==> config.mk <==
export PLATFORM = sky130hd
export DESIGN_NAME = fetch_unit
export DESIGN_NICKNAME = d
export VERILOG_FILES = /design/src/rtl/aardvark_pkg.sv /design/src/rtl/fetch_watchdog.sv /design/src/rtl/fetch_unit.sv
export SDC_FILE = /design/constraint.sdc
export NUM_CORES = 1
export LEC_CHECK = 0
export ABC_AREA = 1
export CORE_MARGIN = 1
export CORE_UTILIZATION = 39
export CTS_CLUSTER_DIAMETER = 50
export DETAILED_ROUTE_END_ITERATION = 10
export GPL_ROUTABILITY_DRIVEN = 0
export PLACE_DENSITY = 0.8
export SLEW_MARGIN = 5
export SYNTH_ARGS = -nofsm -noshare
export SYNTH_HDL_FRONTEND = slang
export SYNTH_SLANG_ARGS = --single-unit
==> constraint.sdc <==
create_clock -name clk -period 1.89 [get_ports clk]
set_input_delay 0.378 -clock clk [delete_from_list [all_inputs] [get_ports clk]]
set_output_delay 0.378 -clock clk [all_outputs]
set_load 0.02 [all_outputs]
==> src/rtl/aardvark_pkg.sv <==
// Shared definitions for the fetch stage.
//   fetch_state_t  : FSM encoding of the fetch stage (IDLE/FETCH/HOLD)
//   NOP_OPCODE     : instruction substituted when a fetch is aborted
//   DEFAULT_DATA_W : default instruction/PC width
package aardvark_pkg;

    localparam int DEFAULT_DATA_W = 8;

    localparam logic [7:0] NOP_OPCODE = 8'h00;

    typedef enum logic [1:0] {
        IDLE  = 2'd0,
        FETCH = 2'd1,
        HOLD  = 2'd2
    } fetch_state_t;

endpackage

==> src/rtl/fetch_watchdog.sv <==
// Fetch timeout counter. Counts consecutive FETCH cycles without an ack and
// flags the cycle on which the limit is reached.
// Ports:
//   clk, reset : clock, synchronous active-high reset
//   active     : fetch stage is in FETCH this cycle
//   ack        : memory ack this cycle (restarts the count)
//   expired    : this FETCH cycle is the TIMEOUT_CYCLES-th without ack
// Only instantiated when FETCH_TIMEOUT_EN is defined.
module fetch_watchdog #(
    parameter int TIMEOUT_CYCLES = 15
) (
    input  logic clk,
    input  logic reset,
    input  logic active,
    input  logic ack,
    output logic expired
);

    localparam int CNT_W = $clog2(TIMEOUT_CYCLES + 1);

    logic [CNT_W-1:0] cnt;

    // cnt holds the number of earlier ack-less cycles of the current FETCH,
    // so the limit is hit when it equals TIMEOUT_CYCLES-1 in a new ack-less cycle.
    assign expired = active && !ack && (cnt == CNT_W'(TIMEOUT_CYCLES - 1));

    // Clearing whenever not in FETCH guarantees a zero count on FETCH entry.
    always_ff @(posedge clk) begin
        if (reset || !active || ack) begin
            cnt <= '0;
        end else begin
            cnt <= cnt + CNT_W'(1);
        end
    end

endmodule

==> src/rtl/fetch_unit.sv <==
// Instruction-fetch stage between the PC register and the decoder.
// Issues a req/ack read at the current PC, latches the returned instruction
// and offers it to the decoder with valid/ready. pc_next is driven every
// cycle since the PC register loads on every edge.
// Ports:
//   clk, reset          : clock, synchronous active-high reset
//   pc_in / pc_next     : PC register output / value it loads next edge
//   imem_req/addr/ack/rdata : instruction memory read interface
//   instr, instr_valid, instr_ready : decoder handshake
//   branch_taken, branch_target     : redirect, sampled on handshake only
//   fetch_err           : one-cycle pulse when a fetch times out
// Optional feature macro: FETCH_TIMEOUT_EN (abort a fetch after
// TIMEOUT_CYCLES ack-less cycles and deliver a NOP).
module fetch_unit
    import aardvark_pkg::*;
#(
    parameter int DATA_W         = DEFAULT_DATA_W,
    parameter int TIMEOUT_CYCLES = 15
) (
    input  logic              clk,
    input  logic              reset,
    input  logic [DATA_W-1:0] pc_in,
    output logic [DATA_W-1:0] pc_next,
    output logic              imem_req,
    output logic [DATA_W-1:0] imem_addr,
    input  logic              imem_ack,
    input  logic [DATA_W-1:0] imem_rdata,
    output logic [DATA_W-1:0] instr,
    output logic              instr_valid,
    input  logic              instr_ready,
    input  logic              branch_taken,
    input  logic [DATA_W-1:0] branch_target,
    output logic              fetch_err
);

    fetch_state_t state;
    logic         handshake;
    logic         timeout;

    assign handshake = (state == HOLD) && instr_valid && instr_ready;

    // pc_next echoes pc_in while a fetch is pending, so the address stays stable.
    assign imem_addr = pc_in;

`ifdef FETCH_TIMEOUT_EN
    fetch_watchdog #(
        .TIMEOUT_CYCLES(TIMEOUT_CYCLES)
    ) u_watchdog (
        .clk    (clk),
        .reset  (reset),
        .active (state == FETCH),
        .ack    (imem_ack),
        .expired(timeout)
    );
`else
    // Without the watchdog a fetch waits forever; the limit is not used.
    logic unused_timeout_cycles;
    assign unused_timeout_cycles = (TIMEOUT_CYCLES == 0);
    assign timeout = 1'b0;
`endif

    // Next-PC mux: advance on fetch completion (ack or abort), redirect only
    // on a handshake with a taken branch, otherwise hold.
    always_comb begin
        pc_next = pc_in;
        if (reset) begin
            pc_next = '0;
        end else begin
            case (state)
                FETCH: begin
                    if (imem_ack || timeout) begin
                        pc_next = pc_in + DATA_W'(1);
                    end
                end
                HOLD: begin
                    if (handshake && branch_taken) begin
                        pc_next = branch_target;
                    end
                end
                default: ;
            endcase
        end
    end

    always_ff @(posedge clk) begin
        if (reset) begin
            state       <= IDLE;
            instr       <= DATA_W'(NOP_OPCODE);
            instr_valid <= 1'b0;
            imem_req    <= 1'b0;
            fetch_err   <= 1'b0;
        end else begin
            fetch_err <= 1'b0;
            case (state)
                IDLE: begin
                    state    <= FETCH;
                    imem_req <= 1'b1;
                end
                FETCH: begin
                    // An ack on the timeout cycle wins over the abort.
                    if (imem_ack) begin
                        instr       <= imem_rdata;
                        instr_valid <= 1'b1;
                        imem_req    <= 1'b0;
                        state       <= HOLD;
                    end else if (timeout) begin
                        instr       <= DATA_W'(NOP_OPCODE);
                        instr_valid <= 1'b1;
                        imem_req    <= 1'b0;
                        fetch_err   <= 1'b1;
                        state       <= HOLD;
                    end
                end
                HOLD: begin
                    if (handshake) begin
                        instr_valid <= 1'b0;
                        imem_req    <= 1'b1;
                        state       <= FETCH;
                    end
                end
                default: begin
                    instr_valid <= 1'b0;
                    imem_req    <= 1'b0;
                    state       <= IDLE;
                end
            endcase
        end
    end

endmodule
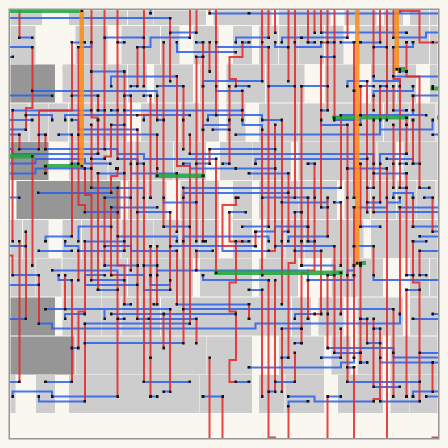
(layout detail)
Window x 12 to 42, y 1 to 31 um. Cells in grey, sequential cells in the stronger grey; small squares are vias.
- red: M2
- green: M3
- orange: M4
- blue: M1
- sequential cells in the window: 2
- netlist names of flops here include: instr_valid (1), state (1)
- cells with their middle in the window: 101
- most frequent: nand2_1 (20), buf_4 (19), nand3_1 (7)

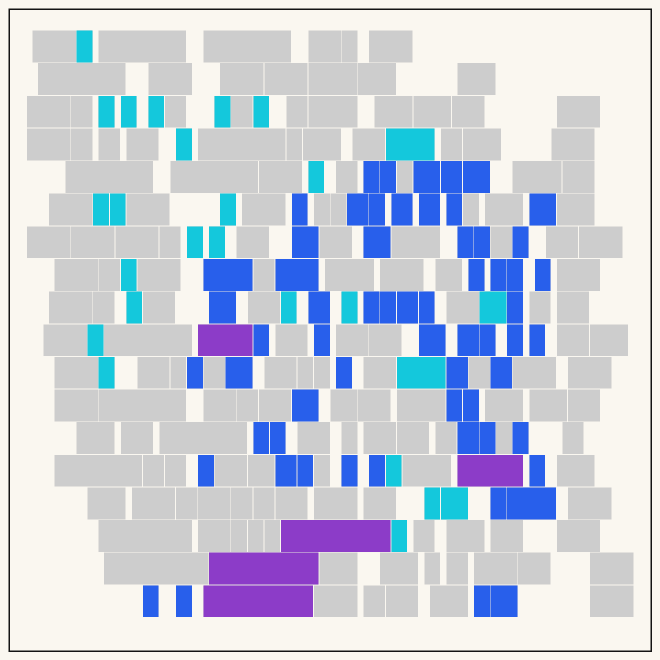
(gate families picked out)
Drawn at 12 px/um.
- blue: nand cells (cells 62; most used nand2_1)
- purple: fa/ha/maj cells (cells 5; most used ha_4)
- cyan: nor cells (cells 26; most used nor2_1)

==> summary.txt <==
Crit Path Max Fanout -> 5
Synth warnings -> 0
Final #Nets -> 282
Slew Limit Fails -> 0
Via-to-Cell Ratio -> 5.116
Largest net degree at the start of global routing -> 17
Sink Count -> 12
Peak Freq -> 484.8 MHz
PwrDens -> 664.8 mW/mm^2
Hold slack -> 0.4810 ns
Top cells by count, synth -> nand2_1 (44), nor2_1 (24), o21ai_0 (16)
Via count -> 1412
Peak supply drop -> 0.0005994 V
Num ports -> 56
FFs w/ async S/R, synth -> 0
# Cells Yosys -> 174
RSZ-0062 raised after global routing -> yes
Hold buffers post-CTS -> 0
Detailed placement HPWL -> 2547 um
Final Power -> 1.236 mW
Total CTS buffers -> 3
Min Tclk post-route -> 2.063 ns
Fin crit share -> 1.091
First-pass GRT wire length -> 5589 um
Unique cell types -> 19
GRT Total Usage -> 0.2679
Area share, top type -> 0.2336
Post-route ant nets -> 0
Most frequent cell after synthesis -> nand2_1
Average instance area after synthesis -> 5.911 um^2
Post-synth EDFFs -> 0
Inserted Diodes -> 0
Leak -> 0.8340 nW
Rows -> 18
GRT overflow -> 0
Max-cap violation count -> 0
Largest cells by area -> dfxtp_1 (23%), nand2_1 (16%), nor2_1 (8.8%)
DP Cell Count -> 266
Status -> finished with violations
Total wire length -> 3592 um
Yosys top cell by area -> dfxtp_1
CP Capture Type -> output pin
Final Hold Vio Count -> 0
Core ar. -> 0.002477 mm^2
Htree depth -> 1
Clock-pin slew on the worst setup and hold paths -> 0.06 ns
Finished Layout Cells -> 276
IO buf count -> 54
Initial antenna violation count -> 0
Chip Area, Yosys -> 0.001028 mm^2
CP Data Arrival Time -> 1.68 ns
Initial DRT Pass Iterations -> 4
Final Worst Setup Slack -> -0.1728 ns
TritonCTS clock tree -> built
Mapped Area -> 0.001028 mm^2
Startpoint type of the worst setup path -> flop
Root buf cell -> clkbuf_4
Initial DRC count -> 32
Seq share, synth -> 0.2336
Post-Synthesis Net Count -> 208
Worst skew pair latency -> 0.26 ns
Die Height -> 53.36 um
Hold crit path type -> reg -> reg
Post-synthesis cell count -> 174
Violated checks -> setup timing
Registers, synthesis -> 12
Type of the worst setup path -> reg -> out
Die X -> 53.36 um
Clock Skew -> 0.007957 ns
Area Overhead vs Synth -> 80.78%
Fp_density -> 0.4152
Fillers -> 202
Layout cells sized above 1 -> 0.3049
DRC -> 0
Log Warnings -> 31
Setup violators final -> 8
Vias in the first global route -> 1337
Full die area -> 0.002847 mm^2
Top FF cell, synth -> dfxtp_1
CTS max path bufs -> 2
Worst EP required -> 1.51 ns
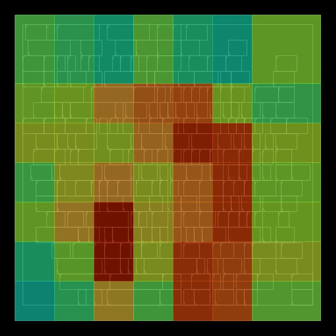
(routing congestion map)
final core occ: 0.7505
M1 GR Usage: 0.2666
Routed WL per cell: 13.01 um
met2 usage: 0.5229

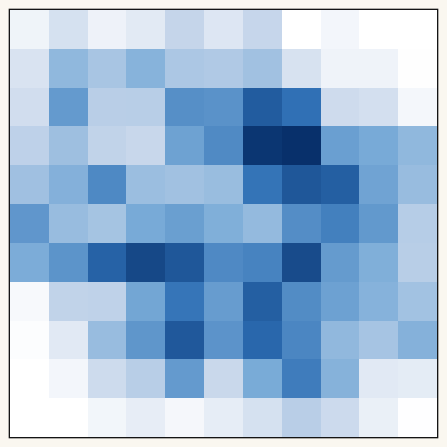
(wiring heat map)
Drawn at 8 px/um. The die is cut into 11 by 11 equal tiles; white is low, dark blue is high, scaled to the fullest tile. Values are wire area over tile area, all layers added.
- nearly empty tiles: 7.4%
- tiles over half the peak: 36%
- emptiest ninth of the die: lower left
- mean over tiles: 0.20

==> cells by family (layout without fill, tap and decap cells) <==
logic type	Yosys count	count (layout)	share of synthesized area
and+or+nand+nor	89	89	0.3711
AOI/OAI and AO/OA	35	35	0.1727
other	1	1	0.003646
buffers and inverters	32	104	0.1581
DFF	12	12	0.2336
adders and majority gates	5	5	0.06083
==> critical path, cell delays in order, from the launching register on <==
cell and delay [ns]:
dfxtp_4 0.35, inv_4 0.07, ha_4 0.16, nand2_4 0.06, nor2_4 0.16, buf_6 0.14, buf_6 0.09, nand2_2 0.04
nand3_2 0.06, nand2_1 0.04, inv_1 0.06, a21oi_2 0.05, buf_6 0.13
==> path summary, 6_finish.rpt <==
path                                from          to  slack (ns)  depth (start not counted)
worst min register to register  imem_req    imem_req        0.48                          2
worst min-delay path            imem_req    imem_req        0.48                          2
worst max register to register  state[0]    imem_req        0.36                          9
worst max-delay path            state[0]  pc_next[6]       -0.17                         12
==> where the power goes <==
part	switching [mW]	internal (mW)	total, mW
Sequential	0.0259	0.295	0.320
Combinational	0.403	0.368	0.771
Clock	0.0711	0.0734	0.144
Total	0.500	0.736	1.24
==> final cells by class <==
class	count	area (um^2)	share of cell area
Sequential cell	12	245.2	0.1319
Multi-Input combinational cell	130	730.7	0.3930
Timing Repair Buffer	84	754.5	0.4058
Inverter	17	68.82	0.03701
Clock buffer	3	22.52	0.01211
Tap cell	30	37.54	0.02019
==> routing by layer <==
layer	part of all wire	vias to the layer above	track usage
li1	-	695	-
met4	0.016	0	0.1360
met5	0	-	0
met1	0.39	648	0.2666
met2	0.53	61	0.5229
met3	0.062	8	0.03736
==> timing repair <==
action	in CTS	in global routing
gates cloned	0	0
resized	85	10
pin swaps	15	6
setup buffers	6	1
endpoints found under the setup margin	16	8
==> layout by cell type, fill, tap and decap left out <==
master / count
nand4_1: 4
a21oi_1: 6
o21ai_2: 1
dfxtp_2: 1
o21ai_0: 15
or2_1: 1
o21a_1: 1
nand3_1: 11
nand2_2: 6
o21ai_1: 5
dfxtp_1: 10
clkbuf_4: 3
buf_4: 31
a21oi_2: 7
buf_6: 7
nor2_2: 2
nand2_1: 38
clkdlybuf4s50_1: 35
nor2_4: 2
conb_1: 1
dlygate4sd2_1: 10
nor2_1: 22
ha_4: 3
dfxtp_4: 1
nand2_4: 2
ha_2: 1
clkbuf_2: 1
inv_1: 11
ha_1: 1
nand3_2: 1
inv_4: 2
inv_2: 4
==> stage by stage <==
step                      cell area (um^2)  utilization  setup WS (ns)  setup TNS (ns)
final                                 1859       0.7505        -0.1728          -1.052
after CTS                             1828       0.7379        -0.1759         -0.9183
after global placement                1688       0.6813        -0.7879          -6.096
after floorplan                       1036            -       0.001584               0
after detailed placement              1688       0.6813        -0.8486          -6.482
after global routing                  1859       0.7505        -0.2552          -1.781
==> sequential cells by signal (all words and copies together), names as in the netlist <==
signal,flops
state,2
imem_req,1
instr,8
instr_valid,1
Power figures rest on the tool's default switching activity, not on a simulated workload.
